Fig. 1: zoomed window
Window x 90 to 120, y 133 to 163 um. Cells in gray, sequential cells in the stronger gray; small squares are vias.
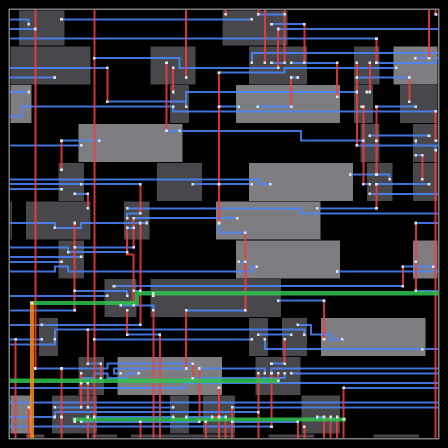
Fig. 2: gate-type map
Scale: 2 px per um.
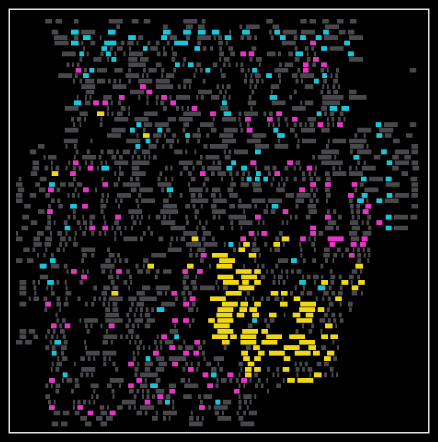
Fig. 3: met1 routing
Scale: 2 px per um. Supply wires on this layer in gray.
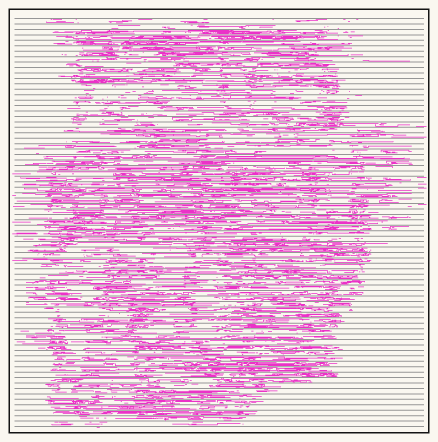
Fig. 4: signal wires by layer
Scale: 2 px per um. Only two layers are drawn.
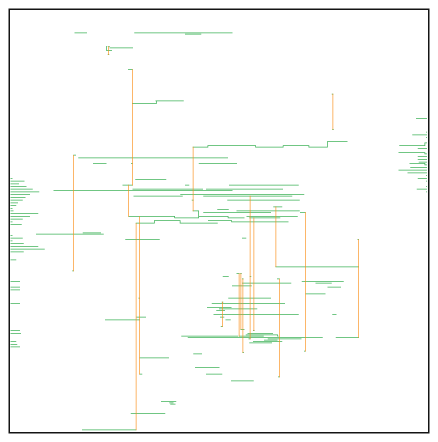
===== src/rtl/cordic_vector.sv =====
// Iterative 12-stage vectoring CORDIC: computes atan2(y, x) over -PI..PI and the
// gain-scaled magnitude of a Q3.16 vector, one micro-rotation per enabled clock.
module cordic_vector #(
  parameter int STAGES = 12,
  parameter int W      = 19
) (
  input  logic                clk,
  input  logic                rst,
  input  logic                clk_en,
  input  logic                start,
  input  logic signed [W-1:0] x_in,
  input  logic signed [W-1:0] y_in,
  output logic signed [W-1:0] angle_o,
  output logic signed [W-1:0] mag_o,
  output logic                done,
  output logic                busy
);

  localparam logic signed [W-1:0] ONE     = 19'sh10000;
  localparam logic signed [W-1:0] NEG_ONE = -19'sh10000;
  localparam logic signed [W-1:0] PI      = 19'sh3243F;
  localparam logic signed [W-1:0] NEG_PI  = -19'sh3243F;
  localparam logic [3:0]          LAST    = 4'(STAGES - 1);

  typedef enum logic [1:0] {S_IDLE = 2'd0, S_BUSY = 2'd1, S_DONE = 2'd2} state_t;

  state_t              r_state, w_state_nxt;
  logic signed [W-1:0] r_x, r_y, r_z;
  logic signed [W-1:0] r_angle, r_mag;
  logic [3:0]          r_cnt;
  logic                r_zero, r_done;

  logic signed [W-1:0] w_xs, w_ys, w_x0, w_y0, w_z0;
  logic signed [W-1:0] w_xsh, w_ysh, w_xn, w_yn, w_zn, w_zsat, w_atan;
  logic                w_load, w_iter, w_last, w_fin;

  function automatic logic signed [W-1:0] sat_unit(input logic signed [W-1:0] v);
    if (v > ONE)          return ONE;
    else if (v < NEG_ONE) return NEG_ONE;
    else                  return v;
  endfunction

  function automatic logic signed [W-1:0] atan_lut(input logic [3:0] i);
    case (i)
      4'd0:    return 19'sh0C910;
      4'd1:    return 19'sh076B2;
      4'd2:    return 19'sh03EB7;
      4'd3:    return 19'sh01FD6;
      4'd4:    return 19'sh00FFB;
      4'd5:    return 19'sh007FF;
      4'd6:    return 19'sh00400;
      4'd7:    return 19'sh00200;
      4'd8:    return 19'sh00100;
      4'd9:    return 19'sh00080;
      4'd10:   return 19'sh00040;
      4'd11:   return 19'sh00020;
      default: return 19'sh00000;
    endcase
  endfunction

  // State register
  always_ff @(posedge clk) begin
    if (rst)         r_state <= S_IDLE;
    else if (clk_en) r_state <= w_state_nxt;
  end

  // Next-state logic
  always_comb begin
    w_state_nxt = r_state;
    case (r_state)
      S_IDLE:  if (start) w_state_nxt = S_BUSY;
      S_BUSY:  if (w_last) w_state_nxt = S_DONE;
      S_DONE:  w_state_nxt = S_IDLE;
      default: w_state_nxt = S_IDLE;
    endcase
  end

  // FSM outputs / datapath controls
  always_comb begin
    busy   = (r_state != S_IDLE);
    w_load = (r_state == S_IDLE) && start;
    w_iter = (r_state == S_BUSY);
    w_last = (r_cnt == LAST);
    w_fin  = w_iter && w_last;
  end

  // Left half-plane inputs are folded into the right half-plane by a +/-PI pre-rotation
  always_comb begin
    w_xs = sat_unit(x_in);
    w_ys = sat_unit(y_in);
    w_x0 = w_xs;
    w_y0 = w_ys;
    w_z0 = '0;
    if (w_xs[W-1]) begin
      w_x0 = -w_xs;
      w_y0 = -w_ys;
      w_z0 = w_ys[W-1] ? NEG_PI : PI;
    end
  end

  always_comb begin
    w_atan = atan_lut(r_cnt);
    w_xsh  = r_x >>> r_cnt;
    w_ysh  = r_y >>> r_cnt;
    if (!r_y[W-1]) begin
      w_xn = r_x + w_ysh;
      w_yn = r_y - w_xsh;
      w_zn = r_z + w_atan;
    end else begin
      w_xn = r_x - w_ysh;
      w_yn = r_y + w_xsh;
      w_zn = r_z - w_atan;
    end
    if (w_zn > PI)          w_zsat = PI;
    else if (w_zn < NEG_PI) w_zsat = NEG_PI;
    else                    w_zsat = w_zn;
  end

  always_ff @(posedge clk) begin
    if (rst) begin
      r_x     <= '0;
      r_y     <= '0;
      r_z     <= '0;
      r_cnt   <= '0;
      r_zero  <= 1'b0;
      r_done  <= 1'b0;
      r_angle <= '0;
      r_mag   <= '0;
    end else if (clk_en) begin
      if (w_load) begin
        r_x    <= w_x0;
        r_y    <= w_y0;
        r_z    <= w_z0;
        r_cnt  <= '0;
        r_zero <= (w_xs == '0) && (w_ys == '0);
      end else if (w_iter) begin
        r_x   <= w_xn;
        r_y   <= w_yn;
        r_z   <= w_zn;
        r_cnt <= w_last ? 4'd0 : r_cnt + 4'd1;
      end
      r_done <= w_fin;
      // The final micro-rotation result is published on the same edge it is computed
      if (w_fin) begin
        r_angle <= r_zero ? '0 : w_zsat;
        r_mag   <= r_zero ? '0 : w_xn;
      end
    end
  end

  assign angle_o = r_angle;
  assign mag_o   = r_mag;
  assign done    = r_done;

endmodule


===== config.mk =====
export PLATFORM = sky130hd
export DESIGN_NAME = cordic_vector
export DESIGN_NICKNAME = d
export VERILOG_FILES = /design/src/rtl/cordic_vector.sv
export SDC_FILE = /design/constraint.sdc
export NUM_CORES = 1
export LEC_CHECK = 0
export CAP_MARGIN = 30
export CELL_PAD_IN_SITES_DETAIL_PLACEMENT = 1
export CELL_PAD_IN_SITES_GLOBAL_PLACEMENT = 1
export CORE_AREA = 2 2 207 209
export CTS_CLUSTER_SIZE = 12
export DETAILED_ROUTE_END_ITERATION = 10
export DIE_AREA = 0 0 209 211
export PLACE_DENSITY = 0.53
export RECOVER_POWER = 100
export SYNTH_ARGS = -nofsm -noshare
export SYNTH_HDL_FRONTEND = slang
export SYNTH_SLANG_ARGS = --single-unit

===== constraint.sdc =====
create_clock -name clk -period 6.6 [get_ports clk]
set_clock_uncertainty 0.15 [all_clocks]
set_input_delay 0.99 -clock clk [delete_from_list [all_inputs] [get_ports clk]]
set_output_delay 0.99 -clock clk [all_outputs]
set_load 0.01 [all_outputs]

==> impl_metrics.yaml <==
# flow metrics
synthesis:
  synthCells: 1471
  yosysTopAreaCell: "dfxtp_1"
  yosys-top-cells-area: "dfxtp_1 21%, ha_1 7.4%, nor2_1 6.0%"
  syn-num-nets: 1585
  yosysWarnings: 0
  edf_count: 0
  yosysUniqueCellTypes: 93
  ys.flops: 119
  ys_seq_share_pct: 20.52
  common_cells: "186 x nor2_1, 127 x a21oi_1, 119 x dfxtp_1, 107 x nand2_1, 76 x o21ai_0"
  synthesis.area_sq_mm: 0.01161
  syn_area_per_cell_sq_um: 7.893
  synth.most_common_cell: "nor2_1"
  synth-main-ff-cell: "dfxtp_1"
  yosys_area_sq_mm: 0.01161
  synth_top_area_share_pct: 20.52
placed_design:
  portBuffers: 81
  dpl-instance-area_sq_mm: 0.01296
  place_ws_ns: 1.118
  place_congestion: 0.8524
  dp_hpwl_um: 34830
  placedCellCount: 2039
worst_setup_path:
  start_kind: "input port"
  cpMaxStageDelayCell: "o41ai_1"
  worst-path-stages: 15
  r2r_cells: 18
  crit_fanout: 16
  cpLargestDelayFamily: "AND-OR/OR-AND gates"
  crit_buf_inv: 2
  cp_cell_sequence: "dlygate4sd3_1 -> or4_1 -> or4_1 -> o41ai_1 -> nor2b_1 -> clkbuf_1 -> nand2_1 -> ha_1 -> o31a_1 -> a21oi_1 -> a21bo_2 -> xnor2_1 -> o21ai_0 -> a21oi_1 -> nor3_1"
  crit_type: "input port to flop"
  endpoint_kind: "flop"
global_routing:
  grt-ovfl-total: 0
  grt_max_degree: 45
  grt_antenna_before_repair: 0
  grtUsageMet2_pct: 30.08
  grt_use_met3_pct: 3.003
  grt_busiest_layer: "met1"
  grt_pass1_wl_um: 69950
  grt_pass1_vias: 11530
  met1_usage_pct: 31.03
cells_and_area:
  fin_area_sq_mm: 0.01351
  layout-drive-gt1-share_pct: 11.23
  fillCellCount: 4970
  largest_class: "combinational gates"
  logic_area_sq_mm: 0.008638
  final_util_pct: 32.35
  nFlopsAndLatches: 119
  clock_area_share_pct: 4.575
  nNetsFinal: 1633
  clock_buffers: 18
  inverters_excl_clock: 48
  buffers: 114
  regArea_sq_mm: 0.002387
  bufAreaShareNonClock_pct: 7.484
  layout_top_cells: "185 x nor2_1, 127 x a21oi_1, 115 x dfxtp_1"
  seq_share_pct: 17.67
  antenna_cells: 0
  area_growth_pct: 16.35
floorplan:
  rows: 75
  core_sq_mm: 0.04176
  fp-utilization_pct: 27.81
  dieHeight_um: 211
  io_pins: 82
  taps: 539
  chipArea_sq_mm: 0.04410
final_timing:
  fin_setup_tns_ns: 0
  setup_violations: 0
  finalClockPeriodUsage_pct: 88.39
  hold_viol_final: 0
  slew_headroom_pct: 2.879
  tightest_slew_ns: 1.457
  fmax_mhz: 171.4
  timing.final.crit_period_ns: 5.834
  holdWs_ns: 0.3146
  rsz0062_at_grt: "false"
  finalWorstSetupSlack_ns: 0.7665
  drv_slew: 0
power_and_ir_drop:
  maxPowerGroup: "combinational cells"
  ir_drop_uv: 137.5
  combPwrFrac_pct: 49.1
  p_switching_mw: 1.614
  sequentialPowerShare_pct: 23.3
  p_clk_share_pct: 27.6
  p_int_mw: 2.048
  p_clk_mw: 1.01
  comb-power_mw: 1.80
  power_mw: 3.662
  power.density_mw_per_mm2: 271.1
  swShare_pct: 44.08
  p_leak_nw: 5.374
  seq-power_mw: 0.855
clock_tree:
  cts_setup_buffers: 0
  path_clk_slew_ns: 0.06
  clk_path_buf_depth: 2
  ctsRootBufferMaster: "clkbuf_16"
  postCtsResizedCells: 0
  cts_inserted_buffers: 17
  hold_buffers: 0
drt:
  first_pass_iters: 5
  wl_met1_um: 23660
  via_per_inst: 5.591
  wl_met2_um: 18630
  wl_met3_um: 1909
  first_iter_violations: 654
  ant_nets: 0
  drc_errors: 0
  top_layer: "met4"
hold_path:
  min_delay_path_depth: 2
  hold_path_class: "flop to flop"
outcome:
  status: "completed"
job:
  maxCapViolations: 0
  warnings: 32
-- Fig. 1 (at the start) --
orange -> M4
red -> M2
blue -> M1
green -> M3
netlist names of flops here include = w_atan (4), r_x (2)
most frequent = dfxtp_1 (7), nor2_1 (5), nor3_1 (5)
cells with their middle in the window = 36
sequential cells in the window = 7

-- Fig. 2 (at the start) --
magenta -> xor and xnor cells  # cells 103, where spread over the die
yellow -> mux cells  # cells 90, where bottom middle
cyan -> non-inverting ao/oa cells  # cells 98, where spread over the die
Post-Layout Cell Count: 2,071
most numerous logic cell after layout: nor2_1
combinational share of cell area: 63.94%

-- Fig. 3 (at the start) --
main direction = horizontal
longest straight run = 72.2 um
share of all routed wire = 53%

-- Fig. 4 (at the start) --
green -> M3  # wire length 1,910 um
orange -> M4  # wire length 800 um
Total Routing Usage GR: 20.56%
final WL: 45,000 um
drt wl/cell: 21.73 um
routed via count: 11,580

## cells by family after synthesis
family | after synthesis | synth area share [%]
flip-flops | 119 | 20.52
buffers and inverters | 133 | 5.119
adder cells (fa/ha/maj) | 72 | 7.953
multiplexers | 90 | 11.31
XOR/XNOR | 103 | 7.888
AND-OR/OR-AND | 445 | 26.09
AND/OR/NAND/NOR | 509 | 21.12
## sequential cells by signal, indices dropped and copies added (netlist names)
name	flops
angle_o	19
mag_o	19
r_x	19
r_y	19
r_z	19
w_atan	16
r_cnt	4
r_state	2
done	1
r_zero	1
## path summary, 6_finish.rpt
check                           slack, ns       end     start
worst min register to register       0.31  mag_o[1]  mag_o[1]
worst min-delay path                 0.31  mag_o[1]  mag_o[1]
worst max-delay path                 0.77   r_x[16]   x_in[5]
worst max register to register       1.01   r_x[17]  r_cnt[1]
